## config.mk

```make
export PLATFORM = sky130hd
export DESIGN_NAME = mm_operand_sequencer_flat
export DESIGN_NICKNAME = d
export VERILOG_FILES = /design/src/rtl/mm_pkg.sv /design/src/rtl/mm_operand_sequencer_if.sv /design/src/rtl/mm_range_check.sv /design/src/rtl/mm_operand_sequencer.sv /design/src/flat_wrapper.sv
export SDC_FILE = /design/constraint.sdc
export NUM_CORES = 1
export LEC_CHECK = 0
export CORE_ASPECT_RATIO = 0.7
export CORE_UTILIZATION = 46
export DETAILED_ROUTE_END_ITERATION = 6
export HOLD_SLACK_MARGIN = 0.03
export PLACE_DENSITY_LB_ADDON = 0.25
export SLEW_MARGIN = 20
export SYNTH_ARGS = -nofsm -noshare
export SYNTH_HDL_FRONTEND = slang
export SYNTH_SLANG_ARGS = --single-unit
```

## constraint.sdc

```tcl
create_clock -name clk -period 1.89 [get_ports clk]
set_input_delay 0.2835 -clock clk [delete_from_list [all_inputs] [get_ports clk]]
set_output_delay 0.2835 -clock clk [all_outputs]
set_load 0.02 [all_outputs]
```

## src/rtl/mm_pkg.sv

```systemverilog
// Shared types and constants for the 2x2 signed 2-bit matrix multiplier slice.
package mm_pkg;

  localparam int ELEM_W   = 2;  // operand element width, two's complement
  localparam int RES_W    = 4;  // result element width, two's complement
  localparam int NUM_ELEM = 4;  // elements per packed byte

  // -2 is representable in 2 bits but outside the tile's supported range
  localparam logic [ELEM_W-1:0] ELEM_ILLEGAL = 2'b10;

  // Packed byte layout {x22,x21,x12,x11}
  localparam int OFF_X11 = 0;
  localparam int OFF_X12 = 2;
  localparam int OFF_X21 = 4;
  localparam int OFF_X22 = 6;
  localparam int ELEM_OFF [NUM_ELEM] = '{OFF_X11, OFF_X12, OFF_X21, OFF_X22};

  typedef enum logic [2:0] {
    GET_A,
    GET_B,
    ISSUE,
    WAIT,
    OUT0,
    OUT1
  } state_t;

endpackage

```

## src/rtl/mm_operand_sequencer_if.sv

```systemverilog
// Host byte streams plus the multiplier operand/result bus.
// master = sequencer side, slave = host and multiplier tile side.
interface mm_operand_sequencer_if;
  logic [7:0] in_data;
  logic       in_valid;
  logic       in_ready;
  logic [7:0] mm_a;
  logic [7:0] mm_b;
  logic       mm_ena;
  logic [7:0] mm_c0;
  logic [7:0] mm_c1;
  logic [7:0] out_data;
  logic       out_valid;
  logic       out_ready;
  logic       out_err;

  modport master (
    input  in_data, in_valid, mm_c0, mm_c1, out_ready,
    output in_ready, mm_a, mm_b, mm_ena, out_data, out_valid, out_err
  );

  modport slave (
    output in_data, in_valid, mm_c0, mm_c1, out_ready,
    input  in_ready, mm_a, mm_b, mm_ena, out_data, out_valid, out_err
  );
endinterface

```

## src/rtl/mm_range_check.sv

```systemverilog
// Flags a packed operand byte that contains any -2 element.
module mm_range_check
  import mm_pkg::*;
(
  input  logic [7:0] data,
  output logic       invalid
);

  logic [NUM_ELEM-1:0] bad;

  for (genvar i = 0; i < NUM_ELEM; i++) begin : g_elem
    assign bad[i] = (data[ELEM_OFF[i] +: ELEM_W] == ELEM_ILLEGAL);
  end

  assign invalid = |bad;

endmodule

```

## src/rtl/mm_operand_sequencer.sv

```systemverilog
// Front end for the 2x2 matrix multiplier tile: collects A/B bytes,
// range-checks them, enables the tile, waits for the registered product
// and streams the two result bytes back.
module mm_operand_sequencer
  import mm_pkg::*;
#(
  parameter int WAIT_CYCLES = 2,  // 1..15, ena-to-capture distance in edges
  parameter int CNT_W       = 4   // 2**CNT_W > WAIT_CYCLES
) (
  input  logic                   clk,
  input  logic                   reset,
  mm_operand_sequencer_if.master bus,
  output logic                   busy
);

  state_t           state, state_nxt;
  logic [CNT_W-1:0] cnt;
  logic [7:0]       hold;     // c1 parked while c0 is on the output
  logic             err;      // sticky range error for the current transaction
  logic             in_bad;
  logic             in_xfer;
  logic             out_xfer;

  // One checker serves both operand bytes; only one is on in_data at a time
  mm_range_check u_chk (
    .data    (bus.in_data),
    .invalid (in_bad)
  );

  // in_ready is gated by reset so it is already low during the reset cycle
  assign bus.in_ready  = !reset && (state == GET_A || state == GET_B);
  assign in_xfer       = bus.in_valid && bus.in_ready;
  assign bus.out_valid = (state == OUT0 || state == OUT1);
  assign out_xfer      = bus.out_valid && bus.out_ready;
  // Held from ISSUE through the last WAIT cycle, so the tile sees it for
  // WAIT_CYCLES+1 edges and capture lands WAIT_CYCLES edges after the first
  assign bus.mm_ena    = (state == ISSUE || state == WAIT);
  assign busy          = (state != GET_A);

  // State register
  always_ff @(posedge clk) begin
    if (reset) state <= GET_A;
    else       state <= state_nxt;
  end

  // Next-state decode
  always_comb begin
    state_nxt = state;
    case (state)
      GET_A:   if (in_xfer) state_nxt = GET_B;
      GET_B:   if (in_xfer) state_nxt = (err || in_bad) ? OUT0 : ISSUE;
      ISSUE:   state_nxt = WAIT;
      WAIT:    if (cnt == '0) state_nxt = OUT0;
      OUT0:    if (out_xfer) state_nxt = OUT1;
      OUT1:    if (out_xfer) state_nxt = GET_A;
      default: state_nxt = GET_A;
    endcase
  end

  // Operand latches, wait counter, error flag and result registers
  always_ff @(posedge clk) begin
    if (reset) begin
      bus.mm_a     <= '0;
      bus.mm_b     <= '0;
      bus.out_data <= '0;
      bus.out_err  <= 1'b0;
      err          <= 1'b0;
      cnt          <= '0;
      hold         <= '0;
    end else begin
      case (state)
        GET_A: if (in_xfer) begin
          bus.mm_a <= bus.in_data;
          err      <= in_bad;
        end
        GET_B: if (in_xfer) begin
          bus.mm_b <= bus.in_data;
          err      <= err | in_bad;
          // Rejected transactions skip the tile and return two zero bytes
          if (err || in_bad) begin
            bus.out_data <= 8'h00;
            bus.out_err  <= 1'b1;
          end
        end
        ISSUE: cnt <= CNT_W'(WAIT_CYCLES - 1);
        WAIT: begin
          if (cnt == '0) begin
            bus.out_data <= bus.mm_c0;
            hold         <= bus.mm_c1;
            bus.out_err  <= 1'b0;
          end else begin
            cnt <= cnt - CNT_W'(1);
          end
        end
        OUT0: if (out_xfer) bus.out_data <= err ? 8'h00 : hold;
        // mm_a/mm_b intentionally keep the last operands
        OUT1: if (out_xfer) begin
          err         <= 1'b0;
          bus.out_err <= 1'b0;
        end
        default: ;
      endcase
    end
  end

endmodule

```

## src/flat_wrapper.sv

```systemverilog
// flat-port wrapper written by rule: the top's interface ports become plain ports
module mm_operand_sequencer_flat import mm_pkg::*;
#(
  parameter int WAIT_CYCLES = 2,                                            
  parameter int CNT_W       = 4                            
)
  (clk, reset, busy, bus_in_data, bus_in_valid, bus_mm_c0, bus_mm_c1, bus_out_ready, bus_in_ready, bus_mm_a, bus_mm_b, bus_mm_ena, bus_out_data, bus_out_valid, bus_out_err);
  mm_operand_sequencer_if bus_i ();
  input  logic clk;
  input  logic reset;
  output logic busy;
  input wire logic [$bits(bus_i.in_data)-1:0] bus_in_data;
  input wire logic [$bits(bus_i.in_valid)-1:0] bus_in_valid;
  input wire logic [$bits(bus_i.mm_c0)-1:0] bus_mm_c0;
  input wire logic [$bits(bus_i.mm_c1)-1:0] bus_mm_c1;
  input wire logic [$bits(bus_i.out_ready)-1:0] bus_out_ready;
  output wire logic [$bits(bus_i.in_ready)-1:0] bus_in_ready;
  output wire logic [$bits(bus_i.mm_a)-1:0] bus_mm_a;
  output wire logic [$bits(bus_i.mm_b)-1:0] bus_mm_b;
  output wire logic [$bits(bus_i.mm_ena)-1:0] bus_mm_ena;
  output wire logic [$bits(bus_i.out_data)-1:0] bus_out_data;
  output wire logic [$bits(bus_i.out_valid)-1:0] bus_out_valid;
  output wire logic [$bits(bus_i.out_err)-1:0] bus_out_err;
  assign bus_i.in_data = bus_in_data;
  assign bus_i.in_valid = bus_in_valid;
  assign bus_i.mm_c0 = bus_mm_c0;
  assign bus_i.mm_c1 = bus_mm_c1;
  assign bus_i.out_ready = bus_out_ready;
  assign bus_in_ready = bus_i.in_ready;
  assign bus_mm_a = bus_i.mm_a;
  assign bus_mm_b = bus_i.mm_b;
  assign bus_mm_ena = bus_i.mm_ena;
  assign bus_out_data = bus_i.out_data;
  assign bus_out_valid = bus_i.out_valid;
  assign bus_out_err = bus_i.out_err;
  mm_operand_sequencer #(.WAIT_CYCLES(WAIT_CYCLES), .CNT_W(CNT_W)) u_core (.clk(clk), .reset(reset), .bus(bus_i), .busy(busy));
endmodule
```

**Clock routing**

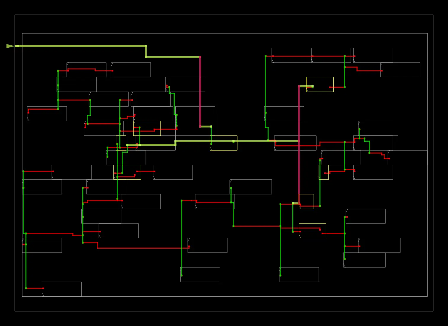
clock sinks: 41
CLK BUF: 5
Flops: 41

**Nets reached from selected ports**

Scale bar: 20 um.
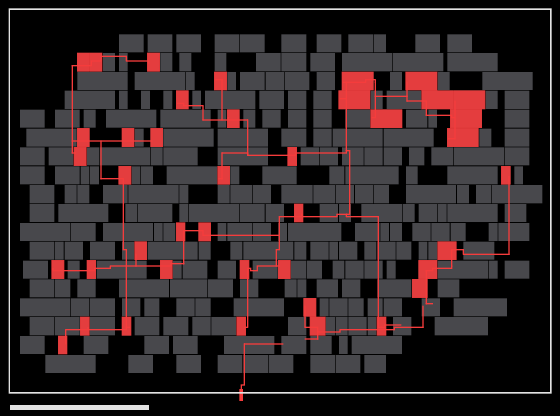
red -> reset  # bits 1, direction input, end cells 41, buffers 3, wire 354 um
# port buffers: 56
# IOs: 57

**Sequential cells grouped by signal name**

Scale bar: 20 um. Other sequential cells in the stronger grey, the rest of the logic in the fainter grey.
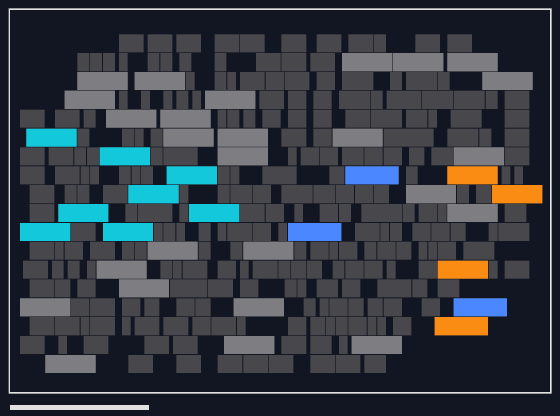
orange -> u_core.cnt  # sequential cells 4
blue -> u_core.state  # sequential cells 3
cyan -> u_core.bus.mm_b  # sequential cells 8, where west
not coloured = 26
sequential power: 0.000919 W
fraction of area in registers: 30.54%
Final Core Density: 73.20%
Seq. cell area: 825.8 sq um

**Wiring heat map**

The die is cut into 16 by 11 equal tiles; dark blue is low, red is high, scaled to the fullest tile. Values are wire area over tile area, all layers added.
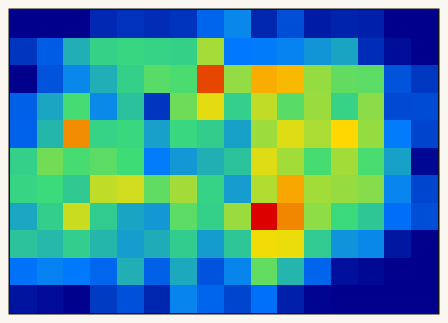
emptiest ninth of the die = south-east
nearly empty tiles = 10%
mean over tiles = 0.18
fullest tile = 0.50
tiles over half the peak = 28%
WL per Instance: 14.46 um
GR Util All Layers: 24.11%
final WL: 4889 um
DR vias: 1817

==> results.yml <==
# flow metrics
run_status:
  status: "complete, no violations"
place:
  dpl_cell_area_sq_mm: 0.002610
  hpwl_um: 3445
  gp_congestion: 0.7687
  dp.cells: 330
sta:
  min_period_ns: 1.796
  rsz0062_at_grt: "no"
  max_freq_mhz: 556.8
  setup_viol: 0
  max_slew_margin_pct: 72.73
  tightestPinTransition_ns: 0.4091
  finalSetupTns_ns: 0
  period_used_pct: 95.03
power_and_ir_drop:
  p_sw_share_pct: 27.14
  comb_cell_power_w: 0.000345
  comb_power_share_pct: 18.8
  p_clk_share_pct: 31.0
  totalPowerFinal_w: 0.001834
  max-vdd-ir-drop_mv: 0.4196
  power.group.top: "sequential cells"
  leakagePower_nw: 1.014
  intPower_w: 0.001336
die:
  die_h_um: 55.12
  chipArea_sq_mm: 0.004293
  fp-row-count: 18
  core_area_sq_mm: 0.003694
  fp_util_pct: 50.20
setup_path:
  crit_buf_inv: 3
  end_kind: "register"
  reg2reg_to: "u_core.bus.out_err"
  r2r_setup_slack_ns: 0.09
  rr_worst_depth: 9
  cp_common_cell: "buf_4"
  timing.rr.start: "u_core.cnt[1]"
  startpoint: "u_core.cnt[1]"
  crit_fanout: 3
  critical_path_cell_count: 9
  max_stage_delay_ns: 0.38
  cp_top_family: "AND-OR/OR-AND gates"
  crit_arrival_ns: 1.98
  critical-path-slowest-cell: "dfxtp_1"
synth:
  synthTopLogicFamily: "AND-OR/OR-AND gates"
  yosys.area_share.adder_pct: 0.6748
  flop_cell: "dfxtp_1"
  async_reset_ff_share_pct: 0
  avgSynthCellArea_sq_um: 8.706
  synth_area_sq_mm: 0.001854
  synth_cell_types: 37
  simple_gate_share_pct: 21.46
  ys_area_sq_mm: 0.001854
  netlist_instances: 213
  mux_area_share_pct: 4.318
  synthAoiAreaFrac_pct: 22.40
  synth-seq-cells: 41
  yosysCellCount: 213
global_routing:
  use_met2_pct: 37.02
  use_met3_pct: 6.721
  grt-ovfl-total: 0
  busiest_layer: "met2"
  use_met1_pct: 33.13
  antenna_found_initial: 0
final_layout:
  num_antenna_cells: 0
  sh_comb_area_pct: 34.71
  comb_cells: 151
  fin_area_sq_mm: 0.002704
  lay_top_cells: "53 x clkdlybuf4s50_1, 37 x dfxtp_1, 27 x a21oi_1"
  fin_nets: 316
  comb_area_sq_um: 938.4
  nNonClkBuffers: 83
  final_layout_size_suffix_gt1_share_pct: 18.40
  buf_share_pct: 28.55
  clk_share_pct: 3.193
  fillers: 289
  lay_top_count: "clkdlybuf4s50_1"
  final_cell_count_no_fill: 338
  largest_class: "logic gates"
routing:
  wl_met3_um: 311
  top_layer: "met4"
  first_pass_iters: 4
  drt_iter0_drc: 102
  wl_met2_um: 2202
  met1_length_um: 2340
  drtAntennaViolNets: 0
  drc: 0
min_path:
  whs_endpoint: "u_core.bus.mm_b[4]"
  holdPathStages: 2
clocking:
  cts_buffer_depth: 2
  numCtsBuffers: 5
  cts_htree_levels: 2
  root_buffer: "clkbuf_8"
  cts_tree: "yes"
job:
  cap_violations: 0
  warning_count: 26
cells in the mapped netlist, types with 2 or more instances:
cell,count,area [sq um]
xnor2_1,2,17.52
a21oi_1,27,135.1
mux2i_1,8,80.08
nor2_1,17,63.81
a211oi_2,8,100.1
dfxtp_1,41,820.8
and3_1,2,12.51
a22oi_1,8,60.06
nand3_1,18,90.09
buf_6,2,22.52
nand2b_1,5,31.28
buf_2,3,15.01
a211oi_1,2,15.01
o21a_1,2,15.01
a31oi_1,3,18.77
clkbuf_1,9,33.78
o21ai_0,3,15.01
inv_1,5,18.77
nand2_1,24,90.09
nor2b_1,5,31.28
nor3b_1,2,15.01
nor3_1,2,10.01
repair_timing:
action	4_1_cts	5_1_grt
resized	5	3
setup endpoints to repair	3	3
buffers inserted	0	0
Power is estimated from default activity; no workload was simulated.
